File: src/rtl/joypad_responder.sv
// Device-side NES controller (CD4021-style) responder: filtered latch/clk strobes, serial button readout.
// Optional turbo on A/B is compiled in when JOYPAD_TURBO_EN is defined.

module joypad_strobe_filter #(
  parameter int FILTER_LEN = 2,
  parameter bit IDLE_LEVEL = 1'b0
) (
  input  logic clk_in,
  input  logic rst_in,
  input  logic pin_in,
  output logic rise_out,
  output logic fall_out
);
  localparam logic [3:0] LAST_CNT = 4'(FILTER_LEN - 1);

  logic       r_s1;
  logic       r_s2;
  logic       r_filt;
  logic       r_filt_d;
  logic [3:0] r_cnt;

  // Filtered level only moves after the synchronized value has disagreed for FILTER_LEN straight cycles.
  always_ff @(posedge clk_in) begin
    if (rst_in) begin
      r_s1     <= IDLE_LEVEL;
      r_s2     <= IDLE_LEVEL;
      r_filt   <= IDLE_LEVEL;
      r_filt_d <= IDLE_LEVEL;
      r_cnt    <= '0;
    end else begin
      r_s1     <= pin_in;
      r_s2     <= r_s1;
      r_filt_d <= r_filt;
      if (r_s2 == r_filt) begin
        r_cnt <= '0;
      end else if (r_cnt == LAST_CNT) begin
        r_filt <= r_s2;
        r_cnt  <= '0;
      end else begin
        r_cnt <= r_cnt + 4'd1;
      end
    end
  end

  assign rise_out = r_filt & ~r_filt_d;
  assign fall_out = ~r_filt & r_filt_d;
endmodule

module joypad_responder #(
  parameter int FILTER_LEN   = 2,
  parameter bit LATCH_INV    = 1'b0,
  parameter int TURBO_PERIOD = 4
) (
  input  logic       clk_in,
  input  logic       rst_in,
  input  logic [7:0] buttons_in,
  input  logic       jp_latch_in,
  input  logic       jp_clk_in,
  output logic       jp_data_out,
  output logic       poll_out,
  output logic [3:0] bits_read_out,
  input  logic [1:0] turbo_en_in,
  output logic [1:0] dbg_state_out
);
  typedef enum logic [1:0] {
    ST_LOAD    = 2'd0,
    ST_SHIFT   = 2'd1,
    ST_DRAINED = 2'd2
  } state_t;

  state_t     r_state;
  state_t     w_state_nxt;
  logic [7:0] r_sr;
  logic [7:0] w_sr_nxt;
  logic [3:0] r_bits;
  logic [3:0] w_bits_nxt;
  logic       r_data;
  logic       r_poll;
  logic       w_poll_nxt;
  logic       w_latch_pin;
  logic       w_latch_rise;
  logic       w_latch_fall;
  logic       w_clk_rise;
  logic       w_clk_fall_unused;
  logic [7:0] w_load_val;

  assign w_latch_pin = LATCH_INV ? ~jp_latch_in : jp_latch_in;

  joypad_strobe_filter #(.FILTER_LEN(FILTER_LEN), .IDLE_LEVEL(1'b0)) u_latch_filt (
    .clk_in   (clk_in),
    .rst_in   (rst_in),
    .pin_in   (w_latch_pin),
    .rise_out (w_latch_rise),
    .fall_out (w_latch_fall)
  );

  joypad_strobe_filter #(.FILTER_LEN(FILTER_LEN), .IDLE_LEVEL(1'b1)) u_clk_filt (
    .clk_in   (clk_in),
    .rst_in   (rst_in),
    .pin_in   (jp_clk_in),
    .rise_out (w_clk_rise),
    .fall_out (w_clk_fall_unused)
  );

`ifdef JOYPAD_TURBO_EN
  localparam logic [7:0] TURBO_LAST = 8'(TURBO_PERIOD - 1);

  logic [7:0] r_poll_cnt;
  logic       r_turbo_phase;

  always_ff @(posedge clk_in) begin
    if (rst_in) begin
      r_poll_cnt    <= '0;
      r_turbo_phase <= 1'b1;
    end else if (r_poll) begin
      if (r_poll_cnt == TURBO_LAST) begin
        r_poll_cnt    <= '0;
        r_turbo_phase <= ~r_turbo_phase;
      end else begin
        r_poll_cnt <= r_poll_cnt + 8'd1;
      end
    end
  end

  // A turbo-enabled button only reads as pressed during the pass phase.
  assign w_load_val = {buttons_in[7:2],
                       buttons_in[1] & (~turbo_en_in[1] | r_turbo_phase),
                       buttons_in[0] & (~turbo_en_in[0] | r_turbo_phase)};
`else
  logic w_turbo_unused;
  assign w_turbo_unused = ^{turbo_en_in, 8'(TURBO_PERIOD)};
  assign w_load_val     = buttons_in;
`endif

  // A latch rise overrides everything, including a clock edge in the same cycle.
  always_comb begin
    w_state_nxt = r_state;
    w_sr_nxt    = r_sr;
    w_bits_nxt  = r_bits;
    w_poll_nxt  = 1'b0;
    if (w_latch_rise) begin
      w_state_nxt = ST_LOAD;
      w_sr_nxt    = w_load_val;
      w_bits_nxt  = 4'd0;
    end else begin
      case (r_state)
        ST_LOAD: begin
          w_bits_nxt = 4'd0;
          if (w_latch_fall) begin
            w_state_nxt = ST_SHIFT;
            w_poll_nxt  = 1'b1;
          end else begin
            w_sr_nxt = w_load_val;
          end
        end
        ST_SHIFT: begin
          if (w_clk_rise) begin
            w_sr_nxt   = {1'b1, r_sr[7:1]};
            w_bits_nxt = r_bits + 4'd1;
            if (r_bits == 4'd7) begin
              w_state_nxt = ST_DRAINED;
            end
          end
        end
        ST_DRAINED: begin
          if (w_clk_rise) begin
            w_sr_nxt = {1'b1, r_sr[7:1]};
          end
        end
        default: begin
          w_state_nxt = ST_SHIFT;
          w_bits_nxt  = 4'd0;
        end
      endcase
    end
  end

  // The pin register is fed from the next shift value so it always equals ~sr[0].
  always_ff @(posedge clk_in) begin
    if (rst_in) begin
      r_state <= ST_SHIFT;
      r_sr    <= 8'h00;
      r_bits  <= 4'd0;
      r_data  <= 1'b1;
      r_poll  <= 1'b0;
    end else begin
      r_state <= w_state_nxt;
      r_sr    <= w_sr_nxt;
      r_bits  <= w_bits_nxt;
      r_data  <= ~w_sr_nxt[0];
      r_poll  <= w_poll_nxt;
    end
  end

  assign jp_data_out   = r_data;
  assign poll_out      = r_poll;
  assign bits_read_out = r_bits;
  assign dbg_state_out = r_state;
endmodule

File: config.mk
export PLATFORM = sky130hd
export DESIGN_NAME = joypad_responder
export DESIGN_NICKNAME = d
export VERILOG_FILES = /design/src/rtl/joypad_responder.sv
export SDC_FILE = /design/constraint.sdc
export NUM_CORES = 1
export LEC_CHECK = 0
export CORE_MARGIN = 3
export CORE_UTILIZATION = 55
export CTS_CLUSTER_SIZE = 16
export DETAILED_ROUTE_END_ITERATION = 16
export PLACE_DENSITY = 0.8
export SLEW_MARGIN = 20
export SYNTH_ARGS = -nofsm -noshare
export SYNTH_HDL_FRONTEND = slang
export SYNTH_SLANG_ARGS = --single-unit
File: constraint.sdc
create_clock -name clk_in -period 3.1 [get_ports clk_in]
set_input_delay 0.62 -clock clk_in [delete_from_list [all_inputs] [get_ports clk_in]]
set_output_delay 0.62 -clock clk_in [all_outputs]
set_load 0.01 [all_outputs]
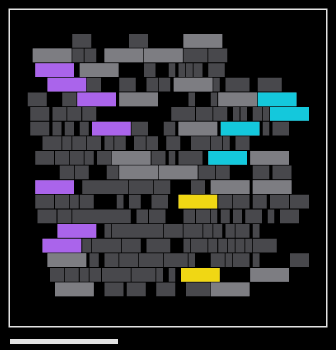
**Above:** register map, names as in the netlist.
The bar under the picture is 20 um long.
colour	signal	placed flops
purple	r_sr	7
yellow	dbg_state_out	2
cyan	u_latch_filt.r_cnt	4
Util after Layout: 70.0%
Seq/total area: 35.7%
storage element area: 641 um^2

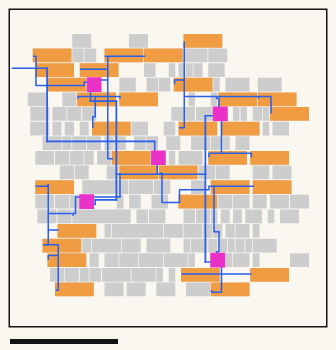
**Above:** clock wires, drivers and flops.
The bar under the picture is 20 um long.
[blue] clock wires | length: 368 um
[orange] flip-flops | count: 32
[magenta] cells driving clock nets | count: 5
flops lie	widely spread
routed clock nets	6
Final Skew: 4.01 ps
Clk network pwr share: 24.5%
worst skew pair latency: 330 ps
P_clk: 305 uW

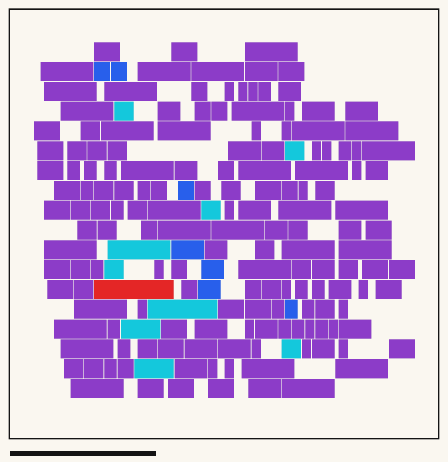
**Above:** cell sizes after repair.
The bar under the picture is 20 um long.
colour	size	cells	share
purple	drive 1 or less	158	90%
red	drive 6 and up	1	0.57%
blue	drive 2	7	4.0%
cyan	drive 3 to 4	9	5.1%
P&R area growth vs syn: 17.3%
post-route cell area: 0.00180 mm^2
Final WS setup: 860 ps
Buffers excl. clock: 19

==> impl_metrics.env <==
# physical design summary
export IMPL_cell_internal_pwr_uw=855
export IMPL_io_pins=22
export IMPL_dp_cells=197
export IMPL_use_met1_pct=19.4
export IMPL_drv_slew=0
export IMPL_die_w_um=58.8
export IMPL_inv_count=7
export IMPL_min_from="u_clk_filt.r_s1"
export IMPL_hold_depth=1
export IMPL_ant_nets=0
export IMPL_outcome="finished, final reports clean"
export IMPL_floorplanUtilization_pct=59.6
export IMPL_clock_cell_area_share_pct=4.25
export IMPL_hold_viol_final=0
export IMPL_seqPwrFrac_pct=43.2
export IMPL_r2r_cells=6
export IMPL_grt_pass1_vias=1089
export IMPL_placementRows=18
export IMPL_crit_path_top_delay_cell="dfxtp_1"
export IMPL_crit_type="flip-flop to flip-flop"
export IMPL_top_logic_kind="simple AND/OR/NAND/NOR gates"
export IMPL_cts_buffer_depth=2
export IMPL_ctsHoldBuffers=0
export IMPL_yosys_warnings=0
export IMPL_cts_sinks=32
export IMPL_async_flop_share_pct=0
export IMPL_path_buffers=1
export IMPL_sh_comb_area_pct=46.0
export IMPL_r2r_slack_ps=860
export IMPL_buf_share_pct=10.6
export IMPL_finalSetupViolations=0
export IMPL_coreArea_mm2=0.00257
export IMPL_warning_count=35
export IMPL_drtIter0Drc=52
export IMPL_ys_chip_area_mm2=0.00153
export IMPL_ys_sh_adder_pct=9.64
export IMPL_clk_pin_slew_ps=90
export IMPL_synth_area_mux_share_pct=2.61
export IMPL_top_cell_area_share_pct=41.8
export IMPL_final_cell_mix="dfxtp_1, clkdlybuf4s50_1, nor2_1, a21oi_1, ha_1"
export IMPL_ys_cells=154
export IMPL_fillers=188
export IMPL_die_h_um=58.8
export IMPL_cts_root_buf="clkbuf_4"
export IMPL_maxCapViolations=0
export IMPL_holdPathEnd="u_clk_filt.r_s2"
export IMPL_hpwl_mm=2.01
export IMPL_ys_seq_elements=32
export IMPL_cp_endpoint="r_sr[2]"
export IMPL_postCtsSetupBuffers=0
export IMPL_crit_cells=6
export IMPL_layout_top_cell="dfxtp_1"
export IMPL_synth_cell_types=38
export IMPL_powerComb_uw=402
export IMPL_placed_area_mm2=0.00172
export IMPL_slew_headroom_pct=47.5
export IMPL_dr_pass1_iters=4
export IMPL_hold_ws_ps=415
export IMPL_fmax_ghz=0.446
export IMPL_p_switching_uw=391
export IMPL_grt_max_degree=25
export IMPL_period_minus_slack_ps=2240
export IMPL_final_nets=199
export IMPL_dieArea_mm2=0.00345
export IMPL_wire_per_inst_um=13.3
export IMPL_fin_crit_sh_pct=72.3
export IMPL_reg2reg_from="dbg_state_out[0]"
export IMPL_simple_gate_area_share_pct=18.5
export IMPL_tightest_slew_ps=785
export IMPL_powerSeq_uw=538
export IMPL_busiest_layer="met2"
export IMPL_antenna_found_initial=0
export IMPL_via_per_inst=5.58
export IMPL_drc=0
export IMPL_cellPowerDensity_mw_per_mm2=693
export IMPL_synthTopCellsByCount="dfxtp_1, nor2_1, a21oi_1"
export IMPL_grt_use_met2_pct=29.8
export IMPL_comb_area_um2=826
export IMPL_overflow=0
export IMPL_multiInputCombCellCount=109
export IMPL_synth_most_common_cell="dfxtp_1"
export IMPL_syn_inst=154
export IMPL_endpoint_kind="flip-flop"
export IMPL_worstReg2RegEnd="r_sr[2]"
export IMPL_postCtsResizedCells=0
export IMPL_vdd_drop_max_mv=0.580
export IMPL_rsz0062_at_grt="false"
export IMPL_syn_avg_cell_area_um2=9.94
export IMPL_yosysTopAreaCell="dfxtp_1"
export IMPL_largest_reg_flops=7
export IMPL_antenna_cells=0
export IMPL_min_path_type="flip-flop to flip-flop"
export IMPL_wl_met3_um=118
export IMPL_cp_arrival_ps=2420
export IMPL_swShare_pct=31.4
export IMPL_port_buffers=19
export IMPL_start_kind="flip-flop"
export IMPL_crit_required_ps=3280
export IMPL_grt_pass1_wl_mm=4.55
export IMPL_floorplan_nets=179
export IMPL_wl_met2_mm=1.38
export IMPL_tritoncts="done"
export IMPL_crit_fanout=8
export IMPL_pwr_share_comb_pct=32.3
export IMPL_preCtsSetupSlack_ps=851
export IMPL_power_leader="registers"
export IMPL_grt_util_all_layers_pct=17.3
export IMPL_critical_path_max_stage_delay_ps=460
export IMPL_crit_chain="inv_1 -> ha_1 -> nor2b_1 -> a221oi_4 -> and2_0 -> a211oi_1"
export IMPL_cp_top_family="simple AND/OR/NAND/NOR gates"
export IMPL_n_tap_cell=30
export IMPL_fin_tns_setup_ps=0
export IMPL_regMostFlops="r_sr"
export IMPL_netlist_area_mm2=0.00153
export IMPL_p_leak_nw=0.675
export IMPL_finalWirelength_mm=2.72
export IMPL_total_power_mw=1.25
export IMPL_drive_gt1_share_pct=9.71
export IMPL_ff_type="dfxtp_1"
export IMPL_compound_area_share_pct=18.1
export IMPL_edf_count=0
export IMPL_area_leaders="dfxtp_1, ha_1, a211oi_1, xnor2_1, a21oi_1"
export IMPL_vias=1144
export IMPL_place_congestion=0.798
export IMPL_area_dominant_class="combinational gates"
export IMPL_clockBufferCount=6
export IMPL_xor_share_pct=5.15
export IMPL_final_cells=205
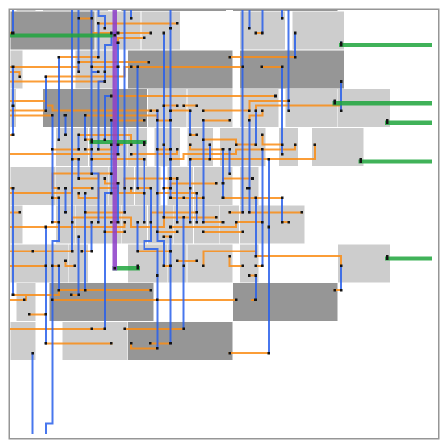
**Above:** zoomed window.
Region (29, 0) to (59, 30) um. Cells in grey, sequential cells in the stronger grey; small squares are vias.
colour	layer
blue	met2
purple	met4
orange	met1
green	met3
cells with their middle in the window	49
most frequent	nor2_1 (7), dfxtp_1 (7), clkdlybuf4s50_1 (6)
netlist names of flops here include	bits_read_out (3), dbg_state_out (2)
sequential cells in the window	7

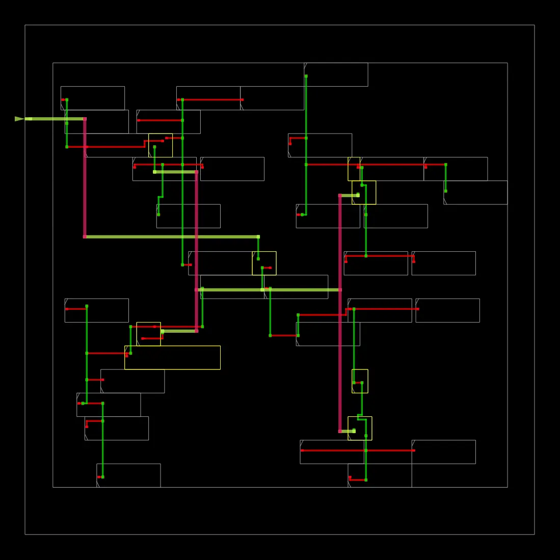
**Above:** clock nets.
CTS Buf Count: 5
flop count: 32

Power is estimated from default activity; no workload was simulated.
